==> src/rtl/mem_access_pkg.sv <==
// Shared op/state encodings and decode helpers for the load/store front-end.
package mem_access_pkg;

    localparam logic [2:0] OP_LW  = 3'd0;
    localparam logic [2:0] OP_LH  = 3'd1;
    localparam logic [2:0] OP_LHU = 3'd2;
    localparam logic [2:0] OP_LB  = 3'd3;
    localparam logic [2:0] OP_LBU = 3'd4;
    localparam logic [2:0] OP_SW  = 3'd5;
    localparam logic [2:0] OP_SH  = 3'd6;
    localparam logic [2:0] OP_SB  = 3'd7;

    typedef enum logic [1:0] {
        ST_IDLE = 2'd0,
        ST_RD   = 2'd1,
        ST_WR   = 2'd2,
        ST_RESP = 2'd3
    } state_t;

    function automatic logic is_misaligned(input logic [2:0] op, input logic [1:0] ofs);
        logic r;
        case (op)
            OP_LW, OP_SW:         r = (ofs != 2'b00);
            OP_LH, OP_LHU, OP_SH: r = ofs[0];
            default:              r = 1'b0;
        endcase
        return r;
    endfunction

    function automatic logic is_load(input logic [2:0] op);
        return (op <= OP_LBU);
    endfunction

    function automatic logic is_rmw_store(input logic [2:0] op);
        return (op == OP_SH) || (op == OP_SB);
    endfunction

endpackage

==> src/rtl/mem_access_unit_lane.sv <==
// Byte-lane datapath: load extract/extend and store merge, purely combinational.
module mau_lane
    import mem_access_pkg::*;
(
    input  logic [2:0]  i_op,
    input  logic [1:0]  i_ofs,
    input  logic [31:0] i_load_word,
    input  logic [31:0] i_old_word,
    input  logic [31:0] i_wdata,
    output logic [31:0] o_rdata,
    output logic [31:0] o_merged
);
    logic [7:0]  w_byte;
    logic [15:0] w_half;

    // Select the addressed lane of the read word and extend it to a full word.
    always_comb begin
        w_byte = i_load_word[{i_ofs, 3'b000} +: 8];
        if (i_ofs[1]) begin
            w_half = i_load_word[31:16];
        end else begin
            w_half = i_load_word[15:0];
        end
        case (i_op)
            OP_LW:   o_rdata = i_load_word;
            OP_LH:   o_rdata = {{16{w_half[15]}}, w_half};
            OP_LHU:  o_rdata = {16'h0000, w_half};
            OP_LB:   o_rdata = {{24{w_byte[7]}}, w_byte};
            OP_LBU:  o_rdata = {24'h000000, w_byte};
            default: o_rdata = 32'h0000_0000;
        endcase
    end

    // Overlay the store data onto the previously read word.
    always_comb begin
        o_merged = i_old_word;
        case (i_op)
            OP_SW: o_merged = i_wdata;
            OP_SH: begin
                if (i_ofs[1]) begin
                    o_merged[31:16] = i_wdata[15:0];
                end else begin
                    o_merged[15:0] = i_wdata[15:0];
                end
            end
            OP_SB:   o_merged[{i_ofs, 3'b000} +: 8] = i_wdata[7:0];
            default: o_merged = i_old_word;
        endcase
    end

endmodule

==> src/rtl/mem_access_unit.sv <==
// Load/store front-end: request capture, IDLE/RD/WR/RESP sequencing and
// memory port driving for a word-addressed, combinationally read memory.
module mem_access_unit
    import mem_access_pkg::*;
#(
    parameter int N = 32,
    parameter int M = 10
)
(
    input  logic         clock,
    input  logic         reset_n,
    input  logic         req_valid,
    output logic         req_ready,
    input  logic [2:0]   req_op,
    input  logic [M+1:0] req_addr,
    input  logic [N-1:0] req_wdata,
    output logic         rsp_valid,
    input  logic         rsp_ready,
    output logic [N-1:0] rsp_rdata,
    output logic         rsp_err,
    output logic [M-1:0] mem_addr,
    output logic [N-1:0] mem_in,
    output logic         mem_we,
    input  logic [N-1:0] mem_out
);
    state_t       r_state;
    state_t       w_next;
    logic [2:0]   r_op;
    logic [M+1:0] r_addr;
    logic [N-1:0] r_wdata;
    logic [N-1:0] r_rdata;
    logic [N-1:0] r_rsp_rdata;
    logic         r_err;
    logic         w_accept;
    logic         w_misaligned;
    logic [N-1:0] w_load_val;
    logic [N-1:0] w_merged;

    assign w_accept     = req_valid && (r_state == ST_IDLE);
    assign w_misaligned = is_misaligned(req_op, req_addr[1:0]);

    mau_lane u_lane (
        .i_op        (r_op),
        .i_ofs       (r_addr[1:0]),
        .i_load_word (mem_out),
        .i_old_word  (r_rdata),
        .i_wdata     (r_wdata),
        .o_rdata     (w_load_val),
        .o_merged    (w_merged)
    );

    // State register.
    always_ff @(posedge clock or negedge reset_n) begin
        if (!reset_n) begin
            r_state <= ST_IDLE;
        end else begin
            r_state <= w_next;
        end
    end

    // Next-state decode; misaligned requests skip memory entirely.
    always_comb begin
        w_next = r_state;
        case (r_state)
            ST_IDLE: begin
                if (!w_accept) begin
                    w_next = ST_IDLE;
                end else if (w_misaligned) begin
                    w_next = ST_RESP;
                end else if (req_op == OP_SW) begin
                    w_next = ST_WR;
                end else begin
                    w_next = ST_RD;
                end
            end
            ST_RD: begin
                if (is_rmw_store(r_op)) begin
                    w_next = ST_WR;
                end else begin
                    w_next = ST_RESP;
                end
            end
            ST_WR:   w_next = ST_RESP;
            ST_RESP: begin
                if (rsp_ready) begin
                    w_next = ST_IDLE;
                end else begin
                    w_next = ST_RESP;
                end
            end
            default: w_next = ST_IDLE;
        endcase
    end

    // Request capture, read-word capture and response registers.
    always_ff @(posedge clock or negedge reset_n) begin
        if (!reset_n) begin
            r_op        <= 3'd0;
            r_addr      <= {(M+2){1'b0}};
            r_wdata     <= {N{1'b0}};
            r_rdata     <= {N{1'b0}};
            r_rsp_rdata <= {N{1'b0}};
            r_err       <= 1'b0;
        end else begin
            case (r_state)
                ST_IDLE: begin
                    if (w_accept) begin
                        r_op        <= req_op;
                        r_addr      <= req_addr;
                        r_wdata     <= req_wdata;
                        r_err       <= w_misaligned;
                        r_rsp_rdata <= {N{1'b0}};
                    end
                end
                ST_RD: begin
                    r_rdata <= mem_out;
                    if (is_load(r_op)) begin
                        r_rsp_rdata <= w_load_val;
                    end
                end
                ST_RESP: begin
                    if (rsp_ready) begin
                        r_err       <= 1'b0;
                        r_rsp_rdata <= {N{1'b0}};
                    end
                end
                default: begin
                    r_err <= r_err;
                end
            endcase
        end
    end

    // Write enable is a pure state decode so reset removes it without waiting for a clock.
    assign mem_we    = (r_state == ST_WR);
    assign mem_in    = mem_we ? w_merged : {N{1'b0}};
    assign mem_addr  = r_addr[M+1:2];
    assign req_ready = (r_state == ST_IDLE);
    assign rsp_valid = (r_state == ST_RESP);
    assign rsp_rdata = r_rsp_rdata;
    assign rsp_err   = r_err;

endmodule
==> config.mk <==
export PLATFORM = sky130hd
export DESIGN_NAME = mem_access_unit
export DESIGN_NICKNAME = d
export VERILOG_FILES = /design/src/rtl/mem_access_pkg.sv /design/src/rtl/mem_access_unit_lane.sv /design/src/rtl/mem_access_unit.sv
export SDC_FILE = /design/constraint.sdc
export NUM_CORES = 1
export LEC_CHECK = 0
export CORE_UTILIZATION = 55
export DETAILED_ROUTE_END_ITERATION = 10
export DONT_BUFFER_PORTS = 1
export PLACE_DENSITY = 0.69
export SLEW_MARGIN = 20
export SYNTH_ARGS = -nofsm -noshare
export SYNTH_HDL_FRONTEND = slang
export SYNTH_HIERARCHICAL = 1
export SYNTH_SLANG_ARGS = --single-unit
==> constraint.sdc <==
create_clock -name clock -period 4 [get_ports clock]
set_clock_uncertainty 0.1 [all_clocks]
set_input_delay 1.2 -clock clock [delete_from_list [all_inputs] [get_ports clock]]
set_output_delay 1.2 -clock clock [all_outputs]
set_load 0.03 [all_outputs]
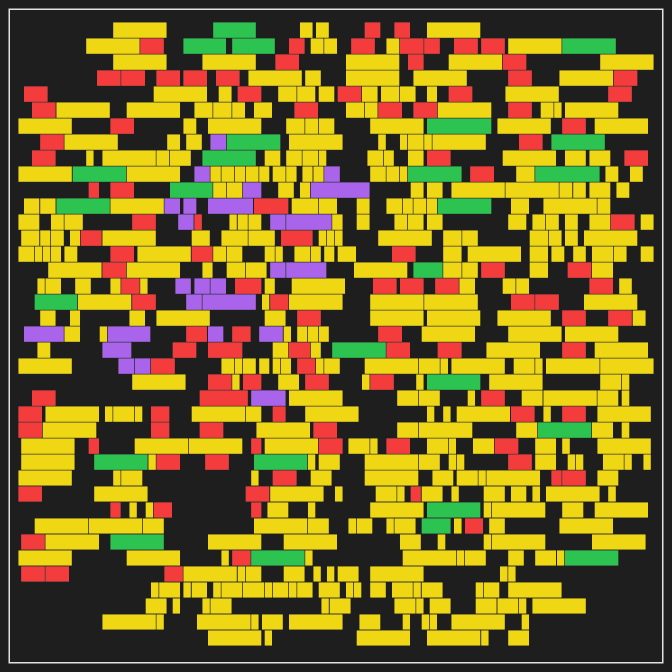
*Sizing map, run 1*
x3 and x4: marked purple, cells 26, share 4.4%, most used buf_4. x2: marked red, cells 114, share 19%, most used mux2_2. x6 and larger: marked green, cells 26, share 4.4%, most used clkbuf_16. x1 and smaller: marked yellow, cells 424, share 72%, most used dfrtp_1.
Signal buffers: 18
Finished Cell Area: 7199 sq um
P&R area growth vs syn: 10.46%
final setup margin: 0.1199 ns

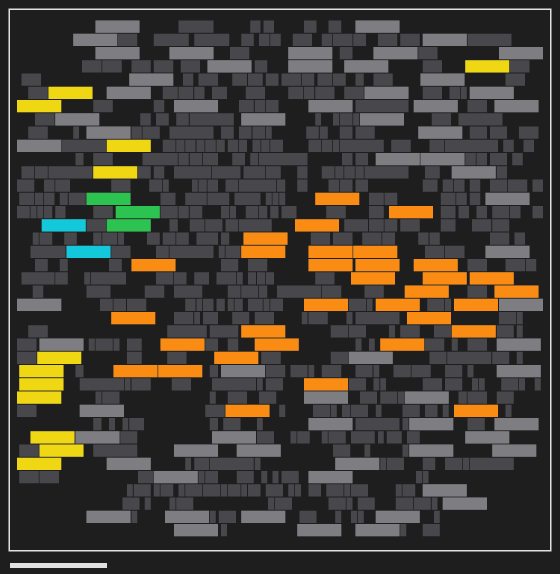
*Register map, names as in the netlist, run 1*
Bar = 20 um. Other sequential cells in the stronger grey, the rest of the logic in the fainter grey.
r_state: marked cyan, placed flops 2. r_op: marked green, placed flops 3. r_rdata: marked orange, placed flops 32. r_addr: marked yellow, placed flops 12.
Another 65 sequential cells are not coloured.
final core utilization: 0.6278
flop share of the area: 0.3962
Flop area: 2853 sq um

==> flow_summary.json, run 1 <==
{
  "grt_max_degree": 115,
  "cts_tree": "built",
  "layout.nets": 665,
  "dieArea_sq_um": 12290,
  "timing.hold.ws_ns": 0.3740,
  "flop_cell": "dfrtp_1",
  "slowest_delay_ns": 0.52,
  "syn_nets": 670,
  "clk_path_buf_depth": 2,
  "numCtsBuffers": 17,
  "grt_use_met1": 0.3379,
  "synth_area_per_cell_sq_um": 11.20,
  "synth_cells": 582,
  "drt_wl_total_mm": 16.48,
  "cp-start-kind": "flip-flop",
  "worstPathArrival_ns": 2.58,
  "synth_area_leader_cell": "dfrtp_1",
  "clkSinkCount": 114,
  "cap_violations": 0,
  "port_buffers": 0,
  "clkSlewWorstSetupHoldPaths_ns": 0.05,
  "min_period_over_period": 0.9700,
  "hold_viol_final": 0,
  "cp_slowest_cell": "and2_1",
  "ys_cells": 582,
  "synth_top_area_share": 0.4377,
  "syn_area_sq_um": 6518,
  "edf_count": 0,
  "gr-total-overflow": 0,
  "p_leak_nw": 3.221,
  "warning_count": 32,
  "max-vdd-ir-drop_mv": 0.5876,
  "die_h_um": 110.9,
  "diodes": 0,
  "dpl_worst_slack_ns": 0.3489,
  "use_met3": 0.09513,
  "vias": 4522,
  "drtAntennaViolNets": 0,
  "rr_worst_depth": 5,
  "critical_path.top_delay_family": "simple AND/OR/NAND/NOR gates",
  "grt_pass1_wl_mm": 26.01,
  "worstHoldPathType": "in -> async",
  "most_common_cell": "dfrtp_1",
  "topCellsByArea": "dfrtp_1 (44%), mux2_2 (14%), mux2i_1 (6.1%)",
  "path_class": "reg -> out",
  "setup_viol_count_final": 0,
  "clock_latency_ns": 0.41,
  "clockRootBuffer": "clkbuf_16",
  "drc": 0,
  "dpl.hpwl_mm": 11.50,
  "gp_congestion": 0.8642,
  "tightest_slew_ns": 0.7418,
  "antenna_found_initial": 0,
  "synth-seq-cells": 114,
  "crit_top_cell": "and2_1",
  "hold_buffers": 0,
  "rsz0062_at_grt": "no",
  "tns_ns": 0,
  "wl_per_cell_um": 22.49,
  "end_kind": "output pin",
  "worstPathRequired_ns": 2.70,
  "synth-warning-count": 6,
  "ys_area_sq_um": 6518,
  "cts_max_level": 4,
  "cp_cell_sequence": "buf_4 > nor2b_1 > and2_1 > nand2_1 > o211ai_1 > and2_1",
  "drtIter0Drc": 299,
  "slew-limit-headroom": 0.5055,
  "fp_util": 0.5684,
  "fmax_mhz": 257.7,
  "die_x_um": 110.9,
  "post-route-min-period_ns": 3.880,
  "synthTopCellsByCount": "dfrtp_1 (114), mux2_2 (80), nand2_1 (43), inv_1 (40), mux2i_1 (40)",
  "placedCellCount": 698,
  "r2r_slack_ns": 1.70,
  "r2r_end": "rsp_rdata[28]$_DFFE_PN0P_",
  "grt_busiest_layer": "met2",
  "power.density_nw_per_um2": 977.2,
  "status": "complete, no violations",
  "cp_max_fo": 16,
  "gr-usage-all-layers": 0.2783,
  "gr-usage-met2": 0.4422,
  "drv_slew": 0,
  "pin_count": 161,
  "drtPass1Iterations": 7,
  "viasPerCell": 6.169,
  "drive_gt1_frac": 0.2814,
  "yosysUniqueCellTypes": 58,
  "postSynthSeqShare": 0.4377,
  "ys_async_sr_fraction": 1.000,
  "grt_pass1_vias": 4757,
  "cp.buffers_inverters": 1,
  "r2r_start": "r_state[0]$_DFF_PN0_"
}
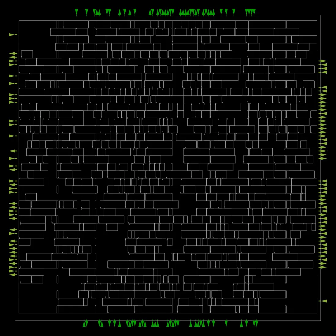
*Cell outlines without signal wires, run 1*
Well Taps: 143
Core ar.: 11,470 sq um
Non-Filler Instances: 733
# fillers: 904
Std-Cell Rows: 39

-- run 1: registers in the layout, summed over array words and instances (netlist names) --
signal,count
r_rdata,32
r_wdata,32
rsp_rdata,32
r_addr,12
r_op,3
r_state,2
rsp_err,1
-- run 1: metal layers --
layer / vias to the layer above / share of wire
met3: 34 / 0.076
met1: 2228 / 0.41
li1: 2053 / -
met5: - / 0
met2: 207 / 0.48
met4: 0 / 0.034
-- run 1: cell type report --
cell class | count | area, sq um
Clock buffer | 21 | 460.4
Clock inverter | 11 | 111.4
Fill cell | 904 | 4268
Inverter | 40 | 152.6
Multi-Input combinational cell | 386 | 3246
Sequential cell | 114 | 2853
Tap cell | 143 | 178.9
Timing Repair Buffer | 18 | 197.7
-- run 1: cells in the final DEF, fill, tap and decap left out, types with 3 or more instances in the layout --
master     netlist  final
dfrtp_1        114    114
mux2_2          80     80
nand2_1         43     43
mux2i_1         40     40
inv_1           40     38
and2_1          36     31
a221o_1         21     21
a21o_1          20     20
a22o_1          19     19
a21oi_1         17     17
clkbuf_16        0     17
buf_4           17     13
nor2_1          12     12
nor2b_1         11     10
a22oi_1          9      9
o21ai_0          7      7
clkinv_2         0      7
a21o_2           6      6
and2_2           0      5
buf_12           0      5
o211ai_1         5      5
and2_0           5      5
o21a_1           3      3
nand2b_1         3      3
o21ai_1          3      3
ha_1             5      3
-- run 1: power by group --
group	internal, W	switching, W	leakage (nW)
Combinational	0.00139	0.00162	1.52
Sequential	0.00169	0.000859	1.42
Clock	0.000940	0.000527	0.286
Total	0.00403	0.00301	3.22
-- run 1: how the worst max path moves through the flow --
stage	depth (start not counted)	from	slack, ns	to
3_5_place_dp	6	r_op[0]$_DFFE_PN0P_	0.35	mem_in[21]
5_1_grt	6	r_op[0]$_DFFE_PN0P_	0.01	mem_in[31]
6_report	6	r_op[0]$_DFFE_PN0P_	0.12	mem_in[31]
3_3_place_gp	7	r_op[0]$_DFFE_PN0P_	0.50	mem_in[22]
2_1_floorplan	7	r_addr[0]$_DFFE_PN0P_	0.55	mem_in[24]
4_1_cts	6	r_op[0]$_DFFE_PN0P_	0.003	mem_in[8]
-- run 1: cell families after synthesis --
family	synth area share
AOI/OAI and AO/OA	0.1534
xor gates and xnor gates	0.002496
adders and majority gates	0.01113
buffers and inverters	0.07218
DFF	0.4377
muxes	0.2031
and+or+nand+nor	0.1200
-- run 1: per-stage QoR --
stage,total power [W],util,area [sq um]
6_report,0.007036,0.6278,7199
5_1_grt,0.007420,0.6278,7199
4_1_cts,0.006988,0.6230,7144
3_5_place_dp,0.005496,0.5721,6560
3_3_place_gp,0.005402,0.5721,6560
2_1_floorplan,0.004946,-,6518
-- run 1: what timing repair did --
action,4_1_cts,5_1_grt
pin swaps,1,2
endpoints found under the setup margin,11,32
resized,3,12
endpoints found under the hold margin,0,0
setup buffers,1,2
==> run 2, diff against run 1 <==
Settings changed: SLEW_MARGIN 20 to unset.
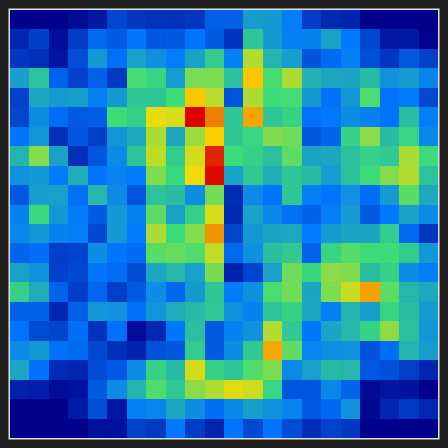
*Signal metal coverage by tile, run 2*
The die is cut into 22 by 22 equal tiles; dark blue is low, red is high, scaled to the fullest tile. Values are wire area over tile area, all layers added.
The emptiest ninth of the die: bottom left. 4.3% of the tiles are nearly empty. 15% of the tiles are over half the peak. The fullest tile reaches 0.70. The mean over all tiles is 0.22.
vias: 4,522
per-cell routed wire length: 22.49 um
overall routed net length: 16.48 mm
Tot GR Track Use: 0.2783

==> flow_summary.json, run 2 <==
{
  "status": "complete, no violations",
  "synth_top_area_share": 0.4377,
  "die_h_um": 110.9,
  "rows": 39,
  "synth_cells": 582,
  "clockRootBuffer": "clkbuf_16",
  "max-vdd-ir-drop_mv": 0.5876,
  "drive_gt1_frac": 0.2814,
  "warning_count": 32,
  "synthTopCellsByCount": "dfrtp_1 (114), mux2_2 (80), nand2_1 (43), inv_1 (40), mux2i_1 (40)",
  "r2r_slack_ns": 1.70,
  "clkSinkCount": 114,
  "dpl_worst_slack_ns": 0.3489,
  "fp_util": 0.5684,
  "antenna_found_initial": 0,
  "tightest_slew_ns": 0.7418,
  "layout.nets": 665,
  "layout.cells.most_common": "dfrtp_1",
  "p_seq_frac": 0.363,
  "topCellsByArea": "dfrtp_1 (44%), mux2_2 (14%), mux2i_1 (6.1%)",
  "routed.top_layer": "met4",
  "ys_async_sr_fraction": 1.000,
  "p_clk_frac": 0.208,
  "viasPerCell": 6.169,
  "drc": 0,
  "worstPathArrival_ns": 2.58,
  "pin_count": 161,
  "postSynthSeqShare": 0.4377,
  "cp_max_fo": 16,
  "path_class": "reg -> out",
  "dpl.hpwl_mm": 11.50,
  "most_common_cell": "dfrtp_1",
  "yosysUniqueCellTypes": 58,
  "drtIter0Drc": 299,
  "gp_congestion": 0.8642,
  "die_x_um": 110.9,
  "slew-limit-headroom": 0.5055,
  "tns_ns": 0,
  "dr_wl_met3_mm": 1.258,
  "grt_pass1_wl_mm": 26.01,
  "min_period_over_period": 0.9700,
  "rsz0062_at_grt": "no",
  "post-route-min-period_ns": 3.880,
  "hold_buffers": 0,
  "cp-start-kind": "flip-flop",
  "dieArea_sq_um": 12290,
  "clock_latency_ns": 0.41,
  "cap_violations": 0,
  "syn_area_sq_um": 6518,
  "worstPathRequired_ns": 2.70,
  "hold_viol_final": 0,
  "area_delta_synth_final_pct": 10.46,
  "edf_count": 0,
  "syn_nets": 670,
  "flop_cell": "dfrtp_1",
  "clkSlewWorstSetupHoldPaths_ns": 0.05,
  "diodes": 0,
  "p_int_w": 0.004026,
  "synth_area_per_cell_sq_um": 11.20,
  "end_kind": "output pin",
  "grt_max_degree": 115,
  "clk_path_buf_depth": 2,
  "cts_max_level": 4,
  "mostFrequentLayoutCells": "dfrtp_1 (114), mux2_2 (80), nand2_1 (43)",
  "p_leak_nw": 3.221,
  "ys_area_sq_um": 6518,
  "total_power_w": 0.007036,
  "synth-seq-cells": 114,
  "drtPass1Iterations": 7,
  "gr-total-overflow": 0,
  "synth_area_leader_cell": "dfrtp_1",
  "setup_viol_count_final": 0,
  "r2r_start": "r_state[0]$_DFF_PN0_",
  "ys_cells": 582,
  "drtAntennaViolNets": 0,
  "cts_tree": "built",
  "p_sw_frac": 0.4278,
  "wl_met2_mm": 7.927,
  "power.density_nw_per_um2": 977.2,
  "drv_slew": 0,
  "rr_worst_depth": 5,
  "coreArea_sq_um": 11470,
  "timing.hold.ws_ns": 0.3740,
  "port_buffers": 0,
  "setup_slack_ns": 0.1199,
  "worstHoldPathType": "in -> async",
  "wl_met1_mm": 6.735,
  "p_sw_w": 0.003010,
  "r2r_end": "rsp_rdata[28]$_DFFE_PN0P_",
  "grt_pass1_vias": 4757,
  "fmax_mhz": 257.7,
  "synth-warning-count": 6,
  "numCtsBuffers": 17,
  "combPwrFrac": 0.429,
  "fill_cells": 904
}
==> run 2: cell counts after synthesis <==
No cell type changed its count.
==> run 2: what timing repair did <==
item / CTS / global route
setup buffers: 1 / 2
gates cloned: 0 / 0
pin swaps: 1 / 2
setup endpoints to repair: 11 / 32
gates resized: 3 / 12
==> run 2: layer usage <==
metal	up-vias	global-route usage
met5	-	0
met4	0	0.1369
met3	34	0.09513
met2	207	0.4422
met1	2228	0.3379
li1	2053	-
==> run 2: critical path, cell delays in order (launching register included) <==
cell	delay (ns)
dfrtp_1	0.37
buf_4	0.23
nor2b_1	0.48
and2_1	0.52
nand2_1	0.10
o211ai_1	0.12
and2_1	0.34
==> run 2: stage by stage <==
step / utilization / instances / cell area, sq um
after floorplan: - / 582 / 6518
after global placement: 0.5721 / 698 / 6560
after detailed placement: 0.5721 / 698 / 6560
after CTS: 0.6230 / 731 / 7144
after global routing: 0.6278 / 733 / 7199
final: 0.6278 / 733 / 7199
==> run 2: cells by family after synthesis <==
family | Yosys count | synth area share
and+or+nand+nor | 133 | 0.1200
adders and majority gates | 6 | 0.01113
xor gates and xnor gates | 1 | 0.002496
muxes | 121 | 0.2031
AOI/OAI and AO/OA | 125 | 0.1534
buffers and inverters | 82 | 0.07218
DFF | 114 | 0.4377
==> run 2: power groups by stage <==
stage	combinational (W)	sequential (W)	clock [W]
floorplan	0.00271	0.00223	0
global placement	0.00286	0.00254	0
detailed placement	0.00294	0.00256	0
CTS	0.00296	0.00255	0.00148
global route	0.00326	0.00262	0.00154
finish	0.00302	0.00255	0.00147
==> run 2: area by class of cell <==
type                       instances  area [sq um]  area share
multi-input combinational        386          3246      0.4508
clock buffer                      21         460.4     0.06396
inverter                          40         152.6     0.02120
clock inverter                    11         111.4     0.01547
sequential                       114          2853      0.3962
tap                              143         178.9     0.02485
timing repair buffer              18         197.7     0.02746
==> run 2: how the worst max path moves through the flow <==
stage	slack, ns	from	to
final	0.12	r_op[0]$_DFFE_PN0P_	mem_in[31]
after global routing	0.01	r_op[0]$_DFFE_PN0P_	mem_in[31]
after CTS	0.003	r_op[0]$_DFFE_PN0P_	mem_in[8]
after detailed placement	0.35	r_op[0]$_DFFE_PN0P_	mem_in[21]
after global placement	0.50	r_op[0]$_DFFE_PN0P_	mem_in[22]
after floorplan	0.55	r_addr[0]$_DFFE_PN0P_	mem_in[24]
Power and IR drop assume default switching activity.
